$ cat config.mk
export PLATFORM = sky130hd
export DESIGN_NAME = learntc_loader_flat
export DESIGN_NICKNAME = d
export VERILOG_FILES = /design/src/rtl/learntc_loader_if.sv /design/src/rtl/learntc_loader.sv /design/src/flat_wrapper.sv
export SDC_FILE = /design/constraint.sdc
export NUM_CORES = 1
export LEC_CHECK = 0
export ABC_AREA = 1
export CORE_MARGIN = 8
export CORE_UTILIZATION = 35
export CTS_CLUSTER_DIAMETER = 120
export DETAILED_ROUTE_END_ITERATION = 10
export PLACE_DENSITY_LB_ADDON = 0.05
export REMOVE_ABC_BUFFERS = 1
export SETUP_SLACK_MARGIN = 0.05
export SLEW_MARGIN = 25
export SYNTH_ARGS = -nofsm -noshare
export SYNTH_HDL_FRONTEND = slang
export SYNTH_SLANG_ARGS = --single-unit
$ cat constraint.sdc
create_clock -name clk -period 5.65 [get_ports clk]
set_clock_uncertainty 0.05 [all_clocks]
set_input_delay 1.4125 -clock clk [delete_from_list [all_inputs] [get_ports clk]]
set_output_delay 1.4125 -clock clk [all_outputs]
set_load 0.02 [all_outputs]
$ cat src/rtl/learntc_loader_if.sv
// learntc_loader_if: literal stream from conflict analysis and write port toward the clause array
interface learntc_loader_if #(
  parameter int NUM_CLAUSES_A_BIN = 4,
  parameter int NUM_VARS_A_BIN = 8,
  parameter int WIDTH_C_LEN = 5,
  parameter int WIDTH_VAR_INDEX = 3
);
  logic lit_valid_i, lit_ready_o, lit_sign_i, lit_last_i, done_o, err_o;
  logic [WIDTH_VAR_INDEX-1:0] lit_var_i;
  logic [NUM_CLAUSES_A_BIN-1:0] learntc_insert_index_i, wr_o;
  logic [WIDTH_C_LEN-1:0] clause_len_o;
  logic [NUM_VARS_A_BIN*3-1:0] var_value_o;
  modport master (
    input lit_valid_i, lit_var_i, lit_sign_i, lit_last_i, learntc_insert_index_i,
    output lit_ready_o, wr_o, clause_len_o, var_value_o, done_o, err_o
  );
  modport slave (
    output lit_valid_i, lit_var_i, lit_sign_i, lit_last_i, learntc_insert_index_i,
    input lit_ready_o, wr_o, clause_len_o, var_value_o, done_o, err_o
  );
endinterface

$ cat src/rtl/learntc_loader.sv
// learntc_loader: assembles a serial learnt clause and writes it to the clause array in one cycle; define LEARNTC_LOADER_TAUTOLOGY_CHECK_EN to discard clauses holding both signs of a variable
module learntc_loader #(
  parameter int NUM_CLAUSES_A_BIN = 4,
  parameter int NUM_VARS_A_BIN = 8,
  parameter int WIDTH_C_LEN = 5,
  parameter int WIDTH_VAR_INDEX = 3
) (
  input logic clk,
  input logic rst,
  learntc_loader_if.master bus
);
  typedef enum logic [1:0] {IDLE, COLLECT, WRITE, DONE} state_t;
  state_t state;
  logic [NUM_VARS_A_BIN-1:0][2:0] buffer;
  logic [WIDTH_C_LEN-1:0] len;
  logic [WIDTH_VAR_INDEX-1:0] v;
  logic [NUM_CLAUSES_A_BIN-1:0] idx;
  logic [2:0] lit, field;
  logic err, ready, done, err_out, in_range, idx_ok, accept;
  // decode the incoming beat and the target row
  always_comb begin
    v = bus.lit_var_i;
    idx = bus.learntc_insert_index_i;
    lit = bus.lit_sign_i ? 3'b001 : 3'b010;
    in_range = 32'(v) < NUM_VARS_A_BIN;
    field = in_range ? buffer[v] : 3'b000;
    accept = bus.lit_valid_i && ready;
    idx_ok = $onehot(idx) && ((idx >> (NUM_CLAUSES_A_BIN / 2)) == '0);
    bus.wr_o = (state == WRITE && idx_ok && !err) ? idx : '0;
    bus.clause_len_o = |bus.wr_o ? len : '0;
    bus.var_value_o = |bus.wr_o ? buffer : '0;
    bus.lit_ready_o = ready;
    bus.done_o = done;
    bus.err_o = err_out;
  end
  // clause FSM with registered handshake and status outputs
  always_ff @(posedge clk or negedge rst)
    if (!rst) begin
      state <= IDLE;
      buffer <= '0;
      len <= '0;
      err <= 1'b0;
      ready <= 1'b0;
      done <= 1'b0;
      err_out <= 1'b0;
    end else case (state)
      IDLE, COLLECT: begin
        ready <= 1'b1;
        if (accept) begin
          if (!in_range) err <= 1'b1;
          else if (field == 3'b000) begin
            buffer[v] <= lit;
            if (len < WIDTH_C_LEN'(NUM_VARS_A_BIN)) len <= len + 1'b1;
          end else if (field != lit)
`ifdef LEARNTC_LOADER_TAUTOLOGY_CHECK_EN
            err <= 1'b1;
`else
            buffer[v] <= lit;
`endif
          state <= bus.lit_last_i ? WRITE : COLLECT;
          ready <= !bus.lit_last_i;
        end
      end
      WRITE: begin
        err <= err || !idx_ok;
        err_out <= err || !idx_ok;
        done <= 1'b1;
        state <= DONE;
      end
      default: begin
        buffer <= '0;
        len <= '0;
        err <= 1'b0;
        done <= 1'b0;
        err_out <= 1'b0;
        ready <= 1'b1;
        state <= IDLE;
      end
    endcase
endmodule

$ cat src/flat_wrapper.sv
// flat-port wrapper written by rule: the top's interface ports become plain ports
module learntc_loader_flat 
#(
  parameter int NUM_CLAUSES_A_BIN = 4,
  parameter int NUM_VARS_A_BIN = 8,
  parameter int WIDTH_C_LEN = 5,
  parameter int WIDTH_VAR_INDEX = 3
)
  (clk, rst, bus_lit_valid_i, bus_lit_var_i, bus_lit_sign_i, bus_lit_last_i, bus_learntc_insert_index_i, bus_lit_ready_o, bus_wr_o, bus_clause_len_o, bus_var_value_o, bus_done_o, bus_err_o);
  learntc_loader_if #(.NUM_CLAUSES_A_BIN(NUM_CLAUSES_A_BIN), .NUM_VARS_A_BIN(NUM_VARS_A_BIN), .WIDTH_C_LEN(WIDTH_C_LEN), .WIDTH_VAR_INDEX(WIDTH_VAR_INDEX)) bus_i ();
  input logic clk;
  input logic rst;
  input wire logic [$bits(bus_i.lit_valid_i)-1:0] bus_lit_valid_i;
  input wire logic [$bits(bus_i.lit_var_i)-1:0] bus_lit_var_i;
  input wire logic [$bits(bus_i.lit_sign_i)-1:0] bus_lit_sign_i;
  input wire logic [$bits(bus_i.lit_last_i)-1:0] bus_lit_last_i;
  input wire logic [$bits(bus_i.learntc_insert_index_i)-1:0] bus_learntc_insert_index_i;
  output wire logic [$bits(bus_i.lit_ready_o)-1:0] bus_lit_ready_o;
  output wire logic [$bits(bus_i.wr_o)-1:0] bus_wr_o;
  output wire logic [$bits(bus_i.clause_len_o)-1:0] bus_clause_len_o;
  output wire logic [$bits(bus_i.var_value_o)-1:0] bus_var_value_o;
  output wire logic [$bits(bus_i.done_o)-1:0] bus_done_o;
  output wire logic [$bits(bus_i.err_o)-1:0] bus_err_o;
  assign bus_i.lit_valid_i = bus_lit_valid_i;
  assign bus_i.lit_var_i = bus_lit_var_i;
  assign bus_i.lit_sign_i = bus_lit_sign_i;
  assign bus_i.lit_last_i = bus_lit_last_i;
  assign bus_i.learntc_insert_index_i = bus_learntc_insert_index_i;
  assign bus_lit_ready_o = bus_i.lit_ready_o;
  assign bus_wr_o = bus_i.wr_o;
  assign bus_clause_len_o = bus_i.clause_len_o;
  assign bus_var_value_o = bus_i.var_value_o;
  assign bus_done_o = bus_i.done_o;
  assign bus_err_o = bus_i.err_o;
  learntc_loader #(.NUM_CLAUSES_A_BIN(NUM_CLAUSES_A_BIN), .NUM_VARS_A_BIN(NUM_VARS_A_BIN), .WIDTH_C_LEN(WIDTH_C_LEN), .WIDTH_VAR_INDEX(WIDTH_VAR_INDEX)) u_core (.clk(clk), .rst(rst), .bus(bus_i));
endmodule
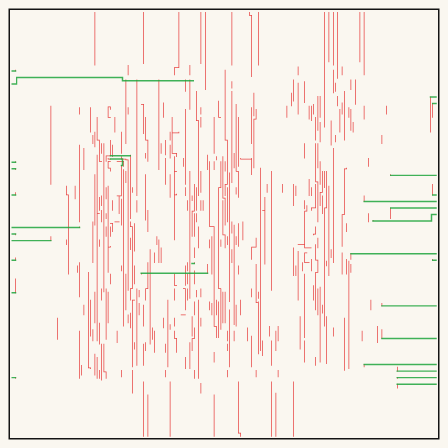
(run_1/metal_stack.png)
Only two layers are drawn.
Key: red = met2 [wire length 2,200 um]; green = met3 [wire length 221 um]

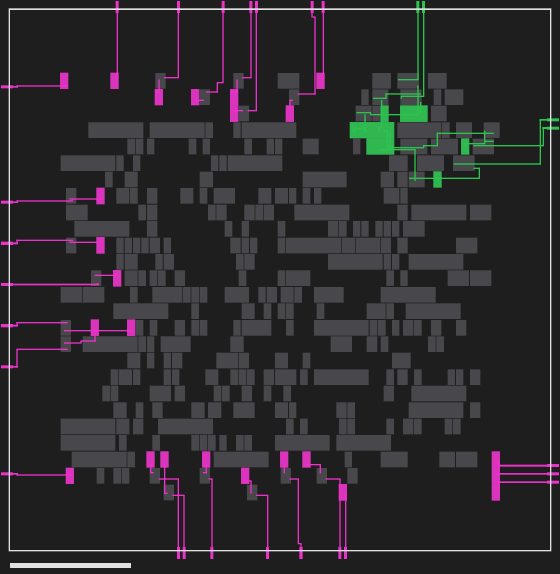
(run_1/port_nets.png)
The bar under the picture is 20 um long.
Key: green = `bus_learntc_insert_index_i` [direction input, end cells 7, buffers 8, wire 165 um]; magenta = `bus_var_value_o` [direction output, end cells 24, buffers 16, wire 341 um]

==> flow_metrics.tcl, run 1 <==
# flow metrics
set metrics [dict create \
    cts_tree "yes" \
    max_slew_margin 0.531 \
    clk_pin_slew_worst_paths_ns 0.09 \
    worst_pin_slew_ns 0.701 \
    top_cell_area_share 0.347 \
    grt_overflow 0 \
    antenna_found_initial 0 \
    stdcell_area_sq_um 2270 \
    core_sq_um 5140 \
    vias_per_cell 4.52 \
    fp.dieW_um 89.2 \
    worstReg2RegEnd "u_core.len[3]" \
    fa_ha_area_frac 0.0440 \
    cts-hold-fix-buffers 0 \
    cp.arrival_ns 3.91 \
    grt_pass1_wl_um 7790 \
    ios 48 \
    setup_violations 0 \
    clk-power_w 0.000122 \
    ys_seq_frac 0.347 \
    status "completed" \
    grt_pass1_vias 1704 \
    gr-usage-all-layers 0.124 \
    drtPass1Iterations 4 \
    hold_depth 2 \
    gp_congestion 0.786 \
    hp-start "u_core.buffer[16]" \
    syn_inst 268 \
    cts_setup_buffers 0 \
    ctsLongestPathBuffers 2 \
    p_sw_frac 0.462 \
    hold_path_end "u_core.buffer[16]" \
    cts-root-buf "clkbuf_8" \
    yosysUniqueCellTypes 27 \
    cp.required_ns 4.19 \
    maxSlewViolCount 0 \
    cp_top_family "adder cells" \
    cp_slowest_cell "clkdlybuf4s50_1" \
    vdd_drop_max_mv 0.161 \
]
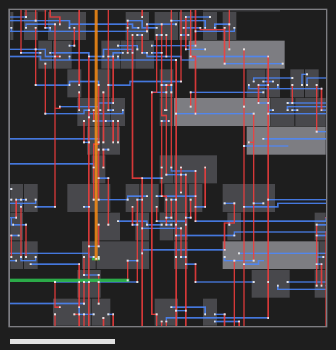
(run_1/zoom.png)
The bar under the picture is 10 um long. Window x 30 to 60, y 30 to 60 um. Cells in grey, sequential cells in the stronger grey; small squares are vias.
Key: red = met2; orange = met4; green = met3; blue = met1
Sequential cells in the window: 4. Most frequent: nand2_1 (15), nor2_1 (11). 60 logic cells have their middle in the window. Netlist names of flops here include `u_core.state` (2).

## run 1: cells in the mapped netlist
master     n
dfrtp_1   26
inv_8      1
xor2_1     2
buf_2      2
clkbuf_1   4
nor3b_1    1
o41ai_1    1
nor2_2     4
inv_1     34
nand4_1   16
ha_1       5
nand3_2    6
a21oi_1    2
nand3_1   13
buf_12     2
inv_2      4
conb_1     1
buf_6      2
buf_8      1
nor2_1    45
o21ai_1    5
nand2_1   68
nand2_2    2
o21ai_0   11
fa_1       1
buf_4      8
nand2_4    1
## run 1: cell usage in the layout (no fill, tap or decap), types with 5 or more instances in the layout
cell type	instances
nor2_1	44
nand3_2	6
buf_4	9
inv_1	34
ha_1	5
nand4_1	16
o21ai_1	5
o21ai_0	11
clkdlybuf4s50_1	14
conb_1	8
nand3_1	13
nand2_1	68
clkbuf_2	21
dfrtp_1	26
## run 1: area by class of cell
type                            instances  share of cell area
Inverter                               39              0.0678
Sequential cell                        26               0.287
Tap cell                               70              0.0386
Multi-Input combinational cell        191               0.421
Timing Repair Buffer                   49               0.162
Clock buffer                            4              0.0243
## run 1: kinds of logic after synthesis
| group | after synthesis |
|---|---|
| other | 1 |
| buffers and inverters | 58 |
| XOR/XNOR | 2 |
| AND/OR/NAND/NOR | 156 |
| flip-flops | 26 |
| adder cells (fa/ha/maj) | 6 |
| AND-OR/OR-AND | 19 |
## run 1: worst register-to-register path, delay by kind of cell, from the launching register on
family                 cells  cell delay, ns
flip-flops                 1            0.49
AND/OR/NAND/NOR            4            0.97
buffers and inverters      2            0.39
AND-OR/OR-AND              1            0.06
## run 1: flip-flops by register name (all words and copies together) (netlist names)
name / count
u_core.buffer: 16
u_core.len: 5
u_core.state: 2
u_core.bus.done_o: 1
u_core.bus.lit_ready_o: 1
u_core.err: 1
## run 1: worst max-delay path by stage
stage | from | endpoint | slack, ns | depth (start not counted)
global route | bus_learntc_insert_index_i[3] | bus_var_value_o[12] | 0.03 | 12
finish | bus_learntc_insert_index_i[2] | bus_var_value_o[13] | 0.28 | 12
global placement | bus_learntc_insert_index_i[2] | bus_var_value_o[12] | -0.17 | 12
CTS | bus_learntc_insert_index_i[2] | bus_var_value_o[13] | 0.05 | 12
detailed placement | bus_learntc_insert_index_i[2] | bus_var_value_o[13] | -0.21 | 12
floorplan | bus_learntc_insert_index_i[3] | bus_clause_len_o[0] | 0.62 | 2
## run 1: per-stage QoR
stage	utilization	TNS, ns	hold slack [ns]	setup WS [ns]
after CTS	0.454	0	0.435	0.0487
after detailed placement	0.450	-3.83	0.409	-0.213
final	0.442	0	0.427	0.279
after global routing	0.442	0	0.451	0.0318
after floorplan	-	0	0.392	0.616
after global placement	0.450	-2.79	0.406	-0.170
## run 1: per-layer routing
layer | up-vias | track usage | wire (um) | part of all wire
li1 | 902 | - | - | -
met4 | 0 | 0.0317 | 38 | 0.0082
met3 | 2 | 0.0313 | 220 | 0.048
met2 | 32 | 0.215 | 2200 | 0.47
met1 | 777 | 0.150 | 2170 | 0.47
met5 | - | 0 | 0 | 0
## run 1: what timing repair did
| item | in CTS | in global routing |
|---|---|---|
| setup endpoints to repair | 25 | 22 |
| endpoints found under the hold margin | 0 | 0 |
| resized | 25 | 44 |
| pin swaps | 0 | 1 |
## Run 2: what changed since run 1
Clock period 5.65 ns to 5.6 ns, I/O delays scaled along.
==> flow_metrics.tcl, run 2 <==
# flow metrics
set metrics [dict create \
    status "completed" \
    cts_tree "yes" \
    grt_overflow 0 \
    fa_ha_area_frac 0.0440 \
    hp-start "u_core.buffer[3]" \
    ios 48 \
    vdd_drop_max_mv 0.193 \
    layout_setup_ws_ns 0.232 \
    antenna_found_initial 0 \
    setup_violations 0 \
    maxSlewViolCount 0 \
    edf_count 0 \
    hold_ws_ns 0.427 \
    hold_path_end "u_core.buffer[3]" \
    cp-startpoint "bus_learntc_insert_index_i[2]" \
    worst_pin_slew_ns 0.672 \
    clk_pin_slew_worst_paths_ns 0.09 \
    lay_top_cells "nand2_1, nor2_1, inv_1" \
    top_cell_area_share 0.347 \
    dp_worst_setup_slack_ns -0.228 \
    cp.required_ns 4.15 \
    ctsLongestPathBuffers 2 \
    max_slew_margin 0.550 \
]
run 2: cell types whose count changed in the layout (fill, tap and decap cells not counted):
cell and delta:
nor2_2 -1, buf_4 +1, nand3_2 +1, o41ai_2 -1, clkbuf_2 -1, o41ai_4 +1
nor2_4 +1, nand3_1 -1
run 2: logic make-up (layout without fill, tap and decap cells):
| group | Yosys count | after routing |
|---|---|---|
| adder cells (fa/ha/maj) | 6 | 6 |
| AND-OR/OR-AND | 19 | 19 |
| AND/OR/NAND/NOR | 156 | 156 |
| buffers and inverters | 58 | 92 |
| other | 1 | 8 |
| XOR/XNOR | 2 | 2 |
| flip-flops | 26 | 26 |
run 2: per-stage QoR:
stage	setup TNS (ns)	power, W	instance area [sq um]
5_1_grt	0	0.000947	2290
3_3_place_gp	-3.32	0.000729	2310
3_5_place_dp	-4.14	0.000731	2310
2_1_floorplan	0	0.000605	1740
6_report	0	0.000861	2290
4_1_cts	0	0.000861	2340
run 2: layout make-up:
class	count	area [sq um]	area share
repair buffers	49	370	0.161
flip-flops and latches	26	651	0.284
multi-input cells	191	976	0.426
inverters	39	154	0.0671
well taps	70	87.6	0.0382
clock buffers	4	55.1	0.0240
run 2: how the worst max path moves through the flow:
| stage | slack (ns) | cells past startpoint | end |
|---|---|---|---|
| after floorplan | 0.59 | 2 | bus_clause_len_o[0] |
| after global placement | -0.20 | 12 | bus_var_value_o[12] |
| after detailed placement | -0.23 | 12 | bus_var_value_o[12] |
| after CTS | 0.04 | 12 | bus_var_value_o[12] |
| after global routing | 0.03 | 12 | bus_var_value_o[12] |
| final | 0.23 | 12 | bus_var_value_o[9] |
run 2: metal layers:
layer  up-vias  track usage  wire length, um
li1        904            -                -
met1       732        0.151             2110
met2        40        0.198             2140
met3         4       0.0358              331
met4         0       0.0302               38
met5         -            0                0
run 2: report_power, final:
part | total [W] | leakage (nW) | internal, W | switching [W]
sequential | 0.000314 | 0.342 | 0.000263 | 0.0000515
combinational | 0.000422 | 0.833 | 0.000133 | 0.000289
clock | 0.000125 | 0.0288 | 0.0000630 | 0.0000621
total | 0.000861 | 1.20 | 0.000459 | 0.000402
run 2: what timing repair did:
action	CTS	global route
pin swaps	0	2
setup endpoints to repair	25	21
resized	29	45
run 2: tightest hold or removal path, stage by stage, from the launching register on:
cell and delay, ns:
dfrtp_1 0.35, nand2_1 0.05, nand2_1 0.04
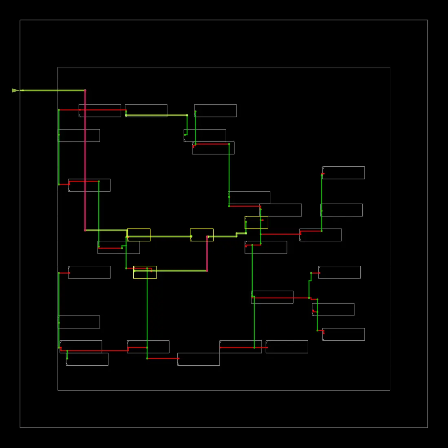
(run_2/final_clocks.png)
Flops: 26
CTS buffer count: 3
clk_buf instances: 4

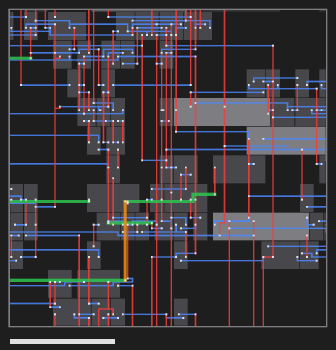
(run_2/zoom.png)
The bar under the picture is 10 um long. Window x 30 to 60, y 30 to 60 um. Cells in grey, sequential cells in the stronger grey; small squares are vias.
Key: orange = met4; green = met3; red = met2; blue = met1
Sequential cells in the window: 3. Netlist names of flops here include `u_core.state` (2), `u_core.len` (1). Most frequent: nand2_1 (15), nor2_1 (10), inv_1 (5). 58 logic cells have their middle in the window.

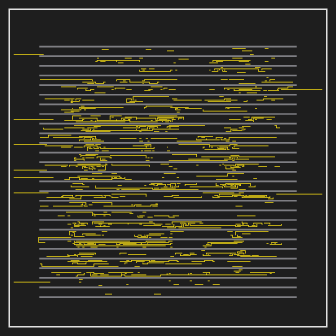
(run_2/met1.png)
Supply wires on this layer in grey.
The wires run mostly horizontal. 293 nets have wire on it. The layer carries 2,110 um of wire. The longest straight run is 29.9 um.

No activity file was given, so power comes from the tool's default toggle rates.
